Figure 1. Wires at chosen ports, followed through buffers.
(8 px per um)
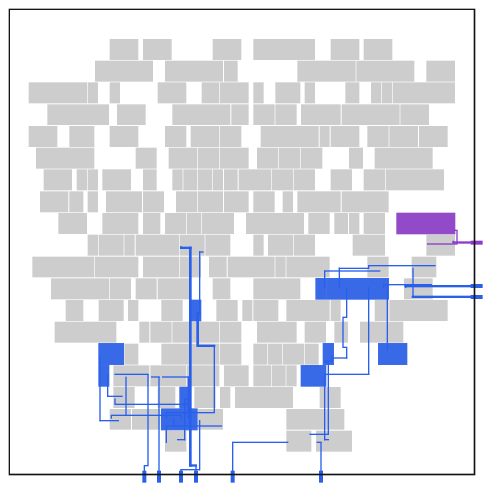
Figure 2. Clock wires, drivers and flops.
(4 px per um)
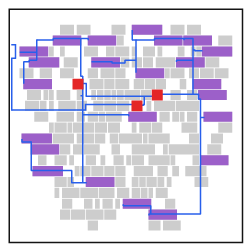
Figure 3. Placed standard cells.
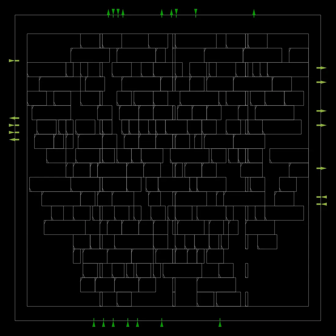
$ cat config.mk
export PLATFORM = sky130hd
export DESIGN_NAME = dram_bscan_chain_ctl
export DESIGN_NICKNAME = d
export VERILOG_FILES = /design/src/rtl/dram_bscan_chain_ctl.sv
export SDC_FILE = /design/constraint.sdc
export NUM_CORES = 1
export LEC_CHECK = 0
export CAP_MARGIN = 40
export CORE_MARGIN = 2
export CORE_UTILIZATION = 40
export DETAILED_ROUTE_END_ITERATION = 10
export HOLD_SLACK_MARGIN = 0.03
export PLACE_DENSITY = 0.69
export SYNTH_ARGS = -nofsm -noshare
export SYNTH_HDL_FRONTEND = slang
export SYNTH_SLANG_ARGS = --single-unit
$ cat constraint.sdc
create_clock -name clk -period 1.8 [get_ports clk]
set_clock_uncertainty 0.05 [all_clocks]
set_input_delay 0.54 -clock clk [delete_from_list [all_inputs] [get_ports clk]]
set_output_delay 0.54 -clock clk [all_outputs]
set_load 0.005 [all_outputs]
$ cat src/rtl/dram_bscan_chain_ctl.sv
// Boundary-scan pad chain sequencer: one capture / serial shift / update pass per accepted start.
// Every output comes from a flop that is loaded with the value the next state calls for.
module dram_bscan_chain_ctl #(
  parameter int LEN_W = 8
) (
  input  logic             clk,
  input  logic             reset,
  input  logic             start,
  input  logic [LEN_W-1:0] chain_len,
  input  logic             extest,
  input  logic             hiz_req,
  input  logic             si_valid,
  input  logic             si_data,
  output logic             si_ready,
  output logic             so_valid,
  output logic             so_data,
  output logic             busy,
  output logic             done,
  output logic             err,
  output logic             bsi,
  output logic             clock_dr,
  output logic             shift_dr,
  output logic             update_dr,
  output logic             mode_ctrl,
  output logic             hiz_n,
  input  logic             bso
);

  typedef enum logic [2:0] {
    IDLE     = 3'd0,
    CAPTURE  = 3'd1,
    SH_SETUP = 3'd2,
    SH_CLK   = 3'd3,
    UPDATE   = 3'd4,
    DONE     = 3'd5
  } state_t;

  state_t           state_r, next_state_s;
  logic [LEN_W-1:0] bit_cnt_r, bit_cnt_s;
  logic             bsi_s, so_data_s, mode_ctrl_s, hiz_n_s, err_s;
  logic             clock_dr_s, shift_dr_s, update_dr_s, si_ready_s, so_valid_s, busy_s, done_s;

  // Next-state, counter and datapath decode.
  always_comb begin
    next_state_s = state_r;
    bit_cnt_s    = bit_cnt_r;
    bsi_s        = bsi;
    so_data_s    = so_data;
    mode_ctrl_s  = mode_ctrl;
    hiz_n_s      = hiz_n;
    err_s        = 1'b0;
    case (state_r)
      IDLE: begin
        if (start) begin
          if (chain_len != {LEN_W{1'b0}}) begin
            bit_cnt_s    = chain_len;
            mode_ctrl_s  = extest;
            hiz_n_s      = ~hiz_req;
            next_state_s = CAPTURE;
          end else begin
            err_s        = 1'b1;
          end
        end else begin
          next_state_s = IDLE;
        end
      end
      CAPTURE: next_state_s = SH_SETUP;
      SH_SETUP: begin
        // si_ready is registered high for this whole state, so valid alone completes the handshake.
        if (si_valid) begin
          bsi_s        = si_data;
          so_data_s    = bso;
          next_state_s = SH_CLK;
        end else begin
          next_state_s = SH_SETUP;
        end
      end
      SH_CLK: begin
        if (bit_cnt_r != {LEN_W{1'b0}}) begin
          bit_cnt_s = bit_cnt_r - LEN_W'(1);
        end else begin
          bit_cnt_s = {LEN_W{1'b0}};
        end
        if (bit_cnt_r > LEN_W'(1)) begin
          next_state_s = SH_SETUP;
        end else begin
          next_state_s = UPDATE;
        end
      end
      UPDATE:  next_state_s = DONE;
      DONE:    next_state_s = IDLE;
      default: next_state_s = IDLE;
    endcase
  end

  // Strobe values for the state being entered, so they land in flops aligned with it.
  always_comb begin
    clock_dr_s  = (next_state_s == CAPTURE) || (next_state_s == SH_CLK);
    shift_dr_s  = (next_state_s == SH_SETUP) || (next_state_s == SH_CLK);
    update_dr_s = (next_state_s == UPDATE);
    si_ready_s  = (next_state_s == SH_SETUP);
    so_valid_s  = (next_state_s == SH_CLK);
    busy_s      = (next_state_s != IDLE);
    done_s      = (next_state_s == DONE);
  end

  // State, counter and output registers with synchronous reset.
  always_ff @(posedge clk) begin
    if (reset) begin
      state_r   <= IDLE;
      bit_cnt_r <= {LEN_W{1'b0}};
      bsi       <= 1'b0;
      clock_dr  <= 1'b0;
      shift_dr  <= 1'b0;
      update_dr <= 1'b0;
      mode_ctrl <= 1'b0;
      hiz_n     <= 1'b1;
      si_ready  <= 1'b0;
      so_valid  <= 1'b0;
      so_data   <= 1'b0;
      busy      <= 1'b0;
      done      <= 1'b0;
      err       <= 1'b0;
    end else begin
      state_r   <= next_state_s;
      bit_cnt_r <= bit_cnt_s;
      bsi       <= bsi_s;
      clock_dr  <= clock_dr_s;
      shift_dr  <= shift_dr_s;
      update_dr <= update_dr_s;
      mode_ctrl <= mode_ctrl_s;
      hiz_n     <= hiz_n_s;
      si_ready  <= si_ready_s;
      so_valid  <= so_valid_s;
      so_data   <= so_data_s;
      busy      <= busy_s;
      done      <= done_s;
      err       <= err_s;
    end
  end

endmodule

==> Slide: Implementation Results <==
Implementation Results

Clock tree
  – Reg clk slew, reported paths: 0.13 ns
  – Post-CTS sizing: 14
  – CTS tree: yes
  – Root Buffer: clkbuf_4
  – Postcts setup bufs: 3

Place
  – PortBufs: 27
  – Final Wtd Congestion: 0.906

Pwr
  – Cell leakage power: 0.000750 uW
  – Top power group: sequential cells
  – P_seq: 589 uW
  – Sequential group share of total power: 45.1%
  – VDD IR max: 794 uV

Logic synthesis
  – Most common cell in the synthesized netlist: dfxtp_1
  – Synth area leader: dfxtp_1
  – Yosys simple share: 24.3%
  – Yosys warnings: 0
  – Post-Syn Area: 1160 um^2
  – Yosys stat area: 1160 um^2
  – Synthesized registers: 23
  – Top post-synthesis cells by area: dfxtp_1 (40%), nand2_1 (3.9%), nor2_1 (3.9%)
  – Yosys stat cell total: 130
  – Syn_area_per_cell: 8.96 um^2
  – XOR/XNOR Area Share: 0%
  – Syn nets: 149

Detailed routing
  – DRT iter0 DRCs: 51
  – Final ANT Viol Nets: 0
  – Wire length per cell: between 15 and 20 um
  – Total iterations of the first detailed-routing run: 4

Outcome
  – Status: complete, no violations

Final layout
  – Fin cells: 213
  – N_diodes: 0
  – Most frequent logic cells in the routed design: buf_4 (27), clkdlybuf4s50_1 (19), dfxtp_1 (18)
  – Buffering overhead: 27.3%

Global routing
  – GRT Total Usage: 20.8%
  – Vias in the first global route: 1168
  – Initial antenna violation count: 0

Hold path
  – Hold_sp: mode_ctrl

Worst setup path
  – CP max stage cell: clkdlybuf4s50_1
  – Worst-case reg-to-reg path depth: 6

Timing
  – Worst-Margin Slew: 0.496 ns
  – RSZ-0062 raised after global routing: true
  – Max Freq: 569 MHz

Die
  – Height of the die: 58.0 um
  – DIE WIDTH: approximately 58 um
Notes on Figure 1 above:
[`err`] purple | bits: 1 | direction: output | end cells: 1 | buffers: 1 | wire: 8.10 um
[`chain_len`] blue | bits: 8 | direction: input | end cells: 10 | buffers: 12 | wire: 283 um

Notes on Figure 2 above:
[flip-flops] purple | count: 23
[clock wires] blue | length: 308 um
[clock-net drivers] red | count: 3
routed clock nets: 4
flops lie: all over the die

Notes on Figure 3 above:
Rows: 19
flip-flops: 23

==> per-layer routing <==
metal  GRT usage (%)  wire length, um
met5               0                0
met4            5.98               44
met3            4.02              169
met2            33.4             1600
met1            28.4             1430
==> flip-flops by register name (all words and copies together) (netlist names) <==
name       cells
si_ready       1
state_r        3
bit_cnt_r      8
so_data        1
err            1
bsi            1
clock_dr       1
busy           1
done           1
shift_dr       1
hiz_n          1
update_dr      1
mode_ctrl      1
so_valid       1
==> worst max-delay path by stage <==
stage	to	cells past startpoint	start
after floorplan	bit_cnt_r[3]	5	start
after global placement	bit_cnt_r[0]	6	chain_len[2]
after detailed placement	bit_cnt_r[5]	5	start
after CTS	hiz_n	1	hiz_n
after global routing	bit_cnt_r[0]	5	state_r[2]
final	bit_cnt_r[4]	7	chain_len[4]
No activity file was given, so power comes from the tool's default toggle rates.
